==> config.mk <==
export PLATFORM = sky130hd
export DESIGN_NAME = dmem_arbiter
export DESIGN_NICKNAME = d
export VERILOG_FILES = /design/src/rtl/dmem_arbiter.sv
export SDC_FILE = /design/constraint.sdc
export NUM_CORES = 1
export LEC_CHECK = 0
export ABC_CLOCK_PERIOD_IN_PS = 1860
export CAP_MARGIN = 20
export CORE_UTILIZATION = 39
export DETAILED_ROUTE_END_ITERATION = 7
export GPL_TIMING_DRIVEN = 1
export HOLD_SLACK_MARGIN = 0.12
export PLACE_DENSITY = 0.77
export SYNTH_ARGS = -nofsm -noshare
export SYNTH_HDL_FRONTEND = slang
export SYNTH_SLANG_ARGS = --single-unit
==> constraint.sdc <==
create_clock -name clock -period 1.86 [get_ports clock]
set_clock_uncertainty 0.2 [all_clocks]
set_input_delay 0.372 -clock clock [delete_from_list [all_inputs] [get_ports clock]]
set_output_delay 0.372 -clock clock [all_outputs]
set_load 0.005 [all_outputs]
**Run 1: signal wires on met1**

Supply wires on this layer in grey.
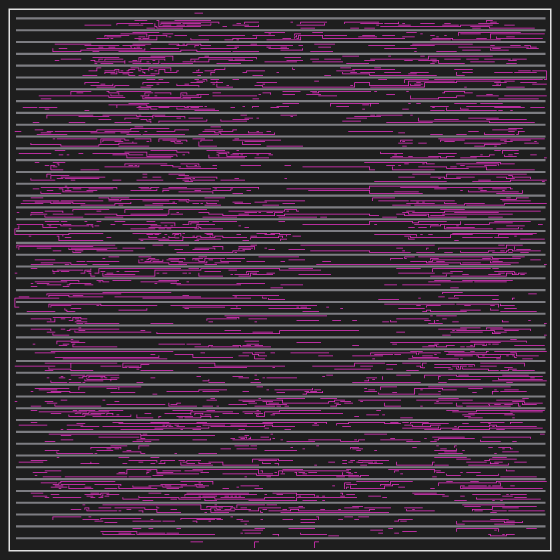
longest straight run: 35.4 um
wire length on this layer: 8250 um
global-route track usage on met1: 0.288
final wirelength: 21200 um
via total after detailed routing: 5306

**Run 1: PDN straps and rails**

Pins as bars on the die edge.
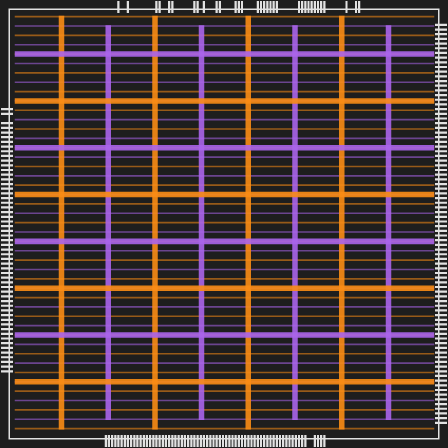
[VDD] purple
[VSS] orange
signal pins: 243
met1 rails: 45
met5 straps: 8
width of the die: 124 um
core footprint: 0.0146 sq mm
maximum VDD drop: 0.000840 V
chip height: 124 um

**Run 1: selected gate families**

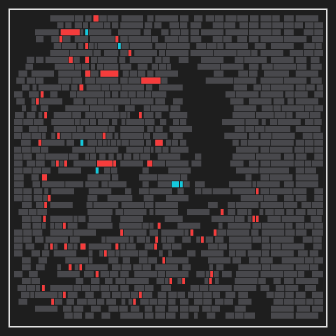
[NAND gates] red | cells: 59 | most used: nand2_1
[inverters] cyan | cells: 6 | most used: inv_2
final cell count without fillers: 1035
most common library cell in the layout ignoring fill and taps: sky130_fd_sc_hd__clkdlybuf4s50_1
fraction of area in multi-input gates: 0.271

==> reports/qor.rpt, run 1 <==
================================================================================
Top Ports                                                                    243
Initial antenna violation count                                                0
Fraction of met2 tracks used by global routing                             0.451
Max Slew Vio Count                                                             0
Number of failing hold endpoints at the final stage                            0
Number of port buffers                                                       242
Detail Placement HPWL                                                   11200 um
Fraction of final layout cells sized beyond drive strength 1               0.409
Largest net degree at the start of global routing                             75
Avg Vias per Cell                                                           5.13
Net count after synthesis                                                    609
Sinks on the clock net                                                       129
Clock transition at the registers of the reported paths                    60 ps
Fraction of the core area covered by cells at the end of the flow          0.750
Most frequent cells in the layout                                   133 x sky130_fd_sc_hd__clkdlybuf4s50_1, 123 x sky130_fd_sc_hd__dfrtp_1, 69 x sky130_fd_sc_hd__buf_4
Met3 Resource Use GR                                                      0.0520
Number of placement rows                                                      44
Measured slew at the worst slew-check pin                                 625 ps
Wire length per cell after detailed routing                              20.5 um
Type of element launching the critical path                            flip-flop
Power Density                                                       1490 mW/mm^2
Cell leakage power                                                    0.00534 uW
Element type at the critical path end                               primary output
Top Metal Used                                                              met4
Tally of max-capacitance violations                                            0
Post-synthesis sequential element count                                      129
Routed met3 length                                                       1170 um
Share of flip-flops with an asynchronous set or reset                       1.00
CTS Hold Bufs                                                                  1
And-or/or-and share of the synthesized area                               0.0609
Max-Slew Margin vs Limit                                                   0.580
First-pass GRT wire length                                              29400 um
Main kind of combinational logic by area                            multiplexers
H-tree level count                                                             4
Number of unique standard cell types used by synthesis                        39
Layout net count                                                             963
Top cell type's share of synthesized area                                  0.549
Yosys simple share                                                         0.127
F_max                                                                    442 MHz
Tmin final                                                               2260 ps
Gate count of the mapped netlist                                             484
Cts repair resizes                                                           352
Commonest flop                                                      sky130_fd_sc_hd__dfrtp_1
Mapped Area                                                         0.00584 sq mm
MUX share of area                                                          0.198
Endpoint arrival time on the critical path                               1690 ps
DRC errors left                                                                0
Number of buffers created by CTS                                              17
Longest Clk Path Bufs                                                          2
Detailed-routing iteration count for the pre-antenna-repair pass               4
Mean post-synth cell area                                             12.1 sq um
Final total negative setup slack                                       -34290 ps
Growth of design area from synthesis to finish                             87.6%
Yosys Instances                                                              484
Largest area contributor in the netlist                             sky130_fd_sc_hd__dfrtp_1
Minimum setup slack after placement                                      -314 ps
Worst hold-check path type                                              in2async
Failing checks                                                      negative setup slack
Final setup violating endpoints                                              163
Outcome                                                             finished, violations left
Final ANT Viol Nets                                                            0
Number of enable flip-flop cells                                               0
Clock tree from TritonCTS                                                    yes
Critical path required time                                              1290 ps
GRT Total Usage                                                            0.249
Total routed wire length on the met1 layer                               8250 um
DRC marker count from the first detailed-route iteration                     297
N_diodes                                                                       0
Met2 wire length                                                        11300 um
Number of cells in the design after placement                                925
Main area contributors after synthesis                              sky130_fd_sc_hd__dfrtp_1 55%, sky130_fd_sc_hd__mux2_2 13%, sky130_fd_sc_hd__mux2i_1 7.0%
Leftover overflow at the end of global routing                                 0
Part of the cycle the worst path needs                                      1.22
R2R setup slack                                                          -330 ps
Area of the die                                                     0.0155 sq mm
Yosys adder share                                                         0.0150
Largest fanout on the critical path                                            7
Cell count of the worst reg-to-reg path                                        9
Final critical-path setup slack                                          -403 ps
Setup repair after global routing missed its margin                          yes
Xor-xnor portion of the synthesized cell area                             0.0225
Synth Seq Share                                                            0.553
Busiest layer in global routing                                             met2
Via count of the first global-routing pass                                  5327
Critical setup path kind                                                 reg2out
Yosys warnings                                                                 0
Yosys-reported design area after synthesis                          0.00584 sq mm
Worst skew pair latency                                                   420 ps
CTS root buf                                                        sky130_fd_sc_hd__clkbuf_16
Tool Warnings                                                                 33
Post-CTS setup buffer count                                                   36
Routability-driven placement congestion ratio                              0.840
Initial cell density of the core                                           0.400
================================================================================
==> run 1: report_power, final <==
group          total [uW]  switching, uW  internal, uW
clock network        3350           1270          2080
registers            4850            763          4080
logic                8060           3050          5010
==> run 1: cells in the mapped netlist, drive strengths merged, types with 2 or more instances <==
| library cell | instances |
|---|---|
| and2 | 42 |
| o21ai | 45 |
| a22o | 2 |
| clkbuf | 14 |
| nor2 | 10 |
| xor2 | 11 |
| dfrtp | 128 |
| a31oi | 3 |
| mux2i | 41 |
| nor4 | 5 |
| and3 | 2 |
| a21oi | 5 |
| nor2b | 3 |
| or2 | 3 |
| nor3 | 6 |
| nor3b | 2 |
| buf | 11 |
| nand4 | 4 |
| ha | 7 |
| nand2 | 50 |
| inv | 6 |
| mux2 | 66 |
| o2111ai | 2 |
| xnor2 | 4 |
| a2111oi | 2 |
| nand3 | 4 |
==> run 1: critical path, cell delays in order, from the launching register on <==
cell and delay [ps]:
sky130_fd_sc_hd__dfrtp_1 420, sky130_fd_sc_hd__ha_4 220, sky130_fd_sc_hd__buf_12 140, sky130_fd_sc_hd__buf_16 130
sky130_fd_sc_hd__buf_6 120, sky130_fd_sc_hd__and2_4 130, sky130_fd_sc_hd__buf_6 100
==> run 1: stage by stage <==
stage,power (uW),hold WS (ps),cell area [sq um]
2_1_floorplan,7140,-124,5860
3_3_place_gp,10200,167,8780
3_5_place_dp,10400,172,8780
4_1_cts,15200,269,10300
5_1_grt,17000,286,10900
6_report,16300,263,10900
==> run 1: area by class of cell <==
| class | instances | area, sq um |
|---|---|---|
| timing repair buffer | 360 | 3880 |
| tap | 184 | 230 |
| fill | 915 | 3640 |
| clock inverter | 12 | 133 |
| inverter | 6 | 27.5 |
| clock buffer | 20 | 467 |
| sequential | 129 | 3240 |
| multi-input combinational | 324 | 2970 |
**Run 1: the clock network**

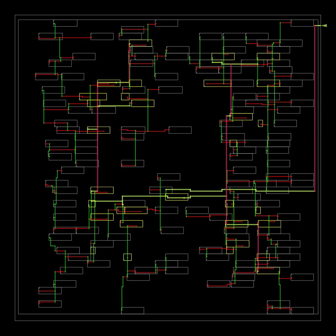

==> inputs of run 2 (changes only) <==
ABC_CLOCK_PERIOD_IN_PS = 2000   (was 1860)
HOLD_SLACK_MARGIN = 0.03   (was 0.12)
clock period = 2 ns   (was 1.86 ns; I/O delays follow)
**Run 2: the clock network**

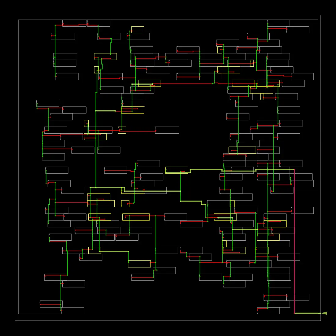
worst skew pair latency: 400 ps
number of buffers created by CTS: 17
sinks on the clock net: 129
power in the clock group: 3150 uW
clkbuf count: 22

==> run 2 against run 1 <==
Net effect: the run still ends with negative setup slack left; synthesized cell count is the same; critical endpoint is now mem_wdata[3]; final area shrank 5.5%; largest cell class unchanged; register-to-register slack gained 210 ps; sequential share of layout area grew 1.8 points; non-clock buffer count shrank 49; combinational power shrank 15%; utilization shrank 4.2 points; sequential power shrank 6.0%; highest routed layer unchanged.
==> reports/qor.rpt, run 2 <==
======================================================================================
Outcome                                                                   finished, violations left
Failing checks                                                            negative setup slack
Critical setup path kind                                                       reg2out
Area of the die                                                           0.0155 sq mm
Growth of design area from synthesis to finish                                   77.2%
Mapped Area                                                               0.00584 sq mm
Final Power                                                                   14600 uW
Wire length per cell after detailed routing                                    18.8 um
N_diodes                                                                             0
Number of placement rows                                                            44
DRC errors left                                                                      0
Initial antenna violation count                                                      0
First-pass GRT wire length                                                    29000 um
Most frequent cells in the layout                                         194 x sky130_fd_sc_hd__clkdlybuf4s50_1, 117 x sky130_fd_sc_hd__dfrtp_1, 48 x sky130_fd_sc_hd__nand2_1
Xor-xnor portion of the synthesized cell area                                   0.0225
Via count of the first global-routing pass                                        5261
Measured slew at the worst slew-check pin                                       562 ps
Detail Placement HPWL                                                         11100 um
Via total after detailed routing                                                  4968
H-tree level count                                                                   4
Largest net degree at the start of global routing                                   62
Layout net count                                                                   914
Number of failing hold endpoints at the final stage                                  0
Tally of max-capacitance violations                                                  0
Combined buffer and inverter count along the critical path                           4
Longest Clk Path Bufs                                                                2
Post-synthesis sequential element count                                            129
Top Ports                                                                          243
Library cell contributing the largest single delay on the critical path   sky130_fd_sc_hd__dfrtp_1
Final critical-path setup slack                                                -202 ps
Routability-driven placement congestion ratio                                    0.814
Most instantiated cells after synthesis                                   128 x sky130_fd_sc_hd__dfrtp_1, 65 x sky130_fd_sc_hd__mux2_2, 50 x sky130_fd_sc_hd__nand2_1, 45 x sky130_fd_sc_hd__o21ai_0, 42 x sky130_fd_sc_hd__and2_1
Crit-path max cell delay                                                        390 ps
Commonest flop                                                            sky130_fd_sc_hd__dfrtp_1
Maximum VDD drop                                                            0.000621 V
Most repeated cell in the gate-level netlist after synthesis              sky130_fd_sc_hd__dfrtp_1
Yosys-reported design area after synthesis                                0.00584 sq mm
Finished Cell Area                                                        0.0103 sq mm
Largest area contributor in the netlist                                   sky130_fd_sc_hd__dfrtp_1
Post-placement cell area                                                  0.00866 sq mm
Part of the cycle the worst path needs                                            1.10
Final ANT Viol Nets                                                                  0
GRT Total Usage                                                                  0.241
Critical path required time                                                    1400 ps
Main kind of combinational logic by area                                  multiplexers
Number of cells on the critical path                                                 6
Number of unique standard cell types used by synthesis                              39
Initial cell density of the core                                                 0.400
Synth Seq Share                                                                  0.553
Tmin final                                                                     2200 ps
Top cell type's share of synthesized area                                        0.549
Number of enable flip-flop cells                                                     0
Final wirelength                                                              18500 um
Chip height                                                                     124 um
And-or/or-and share of the synthesized area                                     0.0609
Type of element launching the critical path                                  flip-flop
Endpoint arrival time on the critical path                                     1600 ps
Power Density                                                             1410 mW/mm^2
Most common library cell in the layout ignoring fill and taps             sky130_fd_sc_hd__clkdlybuf4s50_1
MUX share of area                                                                0.198
Share of flip-flops with an asynchronous set or reset                             1.00
R2R setup slack                                                                -120 ps
Gate count of the mapped netlist                                                   484
Yosys Instances                                                                    484
Final total negative setup slack                                             -10170 ps
Cell-by-cell trace of the critical path                                   inv_2 -> ha_4 -> buf_12 -> clkbuf_16 -> and2_1 -> buf_2
Worst hold-check path type                                                    in2async
Leftover overflow at the end of global routing                                       0
Fraction of final layout cells sized beyond drive strength 1                     0.360
Largest fanout on the critical path                                                  5
Yosys simple share                                                               0.127
Max-Slew Margin vs Limit                                                         0.623
Net count after synthesis                                                          609
Cell leakage power                                                          0.00469 uW
Max Slew Vio Count                                                                   0
Clock tree from TritonCTS                                                          yes
Cell count of the worst reg-to-reg path                                              9
Yosys warnings                                                                       0
Core footprint                                                            0.0146 sq mm
Mean post-synth cell area                                                   12.1 sq um
Clock transition at the registers of the reported paths                          60 ps
F_max                                                                          454 MHz
Tool Warnings                                                                       33
DRC marker count from the first detailed-route iteration                           192
Yosys adder share                                                               0.0150
Width of the die                                                                124 um
Element type at the critical path end                                     primary output
Final setup violating endpoints                                                    106
Detailed-routing iteration count for the pre-antenna-repair pass                     4
Kind of cell with the highest combined delay on the critical path         buffers and inverters
Main area contributors after synthesis                                    sky130_fd_sc_hd__dfrtp_1 55%, sky130_fd_sc_hd__mux2_2 13%, sky130_fd_sc_hd__mux2i_1 7.0%
Setup repair after global routing missed its margin                                yes
Number of port buffers                                                             242
CTS root buf                                                              sky130_fd_sc_hd__clkbuf_16
Avg Vias per Cell                                                                 5.04
======================================================================================
run 2: per-layer routing:
layer | track usage | wire [um]
met1 | 0.290 | 7750
met2 | 0.424 | 9650
met3 | 0.0580 | 984
met4 | 0.0751 | 127
met5 | 0 | 0
run 2: final cells by class:
cell class / count / area, sq um
clock buffer: 22 / 474
timing repair buffer: 311 / 3320
multi-input combinational: 324 / 2920
tap: 184 / 230
fill: 994 / 4250
sequential: 129 / 3240
inverter: 6 / 27.5
clock inverter: 10 / 133
run 2: kinds of logic (layout without fill, tap and decap cells):
family,after synthesis,in the layout
buffers and inverters,31,349
XOR/XNOR,15,15
AND-OR/OR-AND,62,62
AND/OR/NAND/NOR,133,133
adder cells (fa/ha/maj),7,7
multiplexers,107,107
flip-flops,129,129
run 2: what timing repair did:
item,4_1_cts,5_1_grt
setup endpoints to repair,121,162
endpoints found under the hold margin,128,0
hold buffers,1,0
resized,269,90
setup buffers,20,16
gates cloned,10,2
pin swaps,9,11
run 2: worst register-to-register path: cells and delay by family (launching register included):
family	cells	cell delay, ps
adder cells (fa/ha/maj)	1	130
multiplexers	1	320
flip-flops	1	390
buffers and inverters	4	540
AND/OR/NAND/NOR	3	430
run 2: metrics by stage:
| stage | cells | setup slack (ps) | util | hold slack [ps] |
|---|---|---|---|---|
| floorplan | 484 | -40.8 | - | -95.6 |
| global placement | 909 | -118 | 0.594 | 65.4 |
| detailed placement | 909 | -170 | 0.594 | 66.4 |
| CTS | 972 | -300 | 0.683 | 173 |
| global route | 986 | -271 | 0.709 | 195 |
| finish | 986 | -202 | 0.709 | 196 |
run 2: power by group:
group / switching, uW / leakage, uW / total, uW / internal, uW
Sequential: 759 / 0.00155 / 4560 / 3800
Clock: 1100 / 0.000304 / 3150 / 2050
Combinational: 2500 / 0.00283 / 6880 / 4390
Power is estimated from default activity; no workload was simulated.
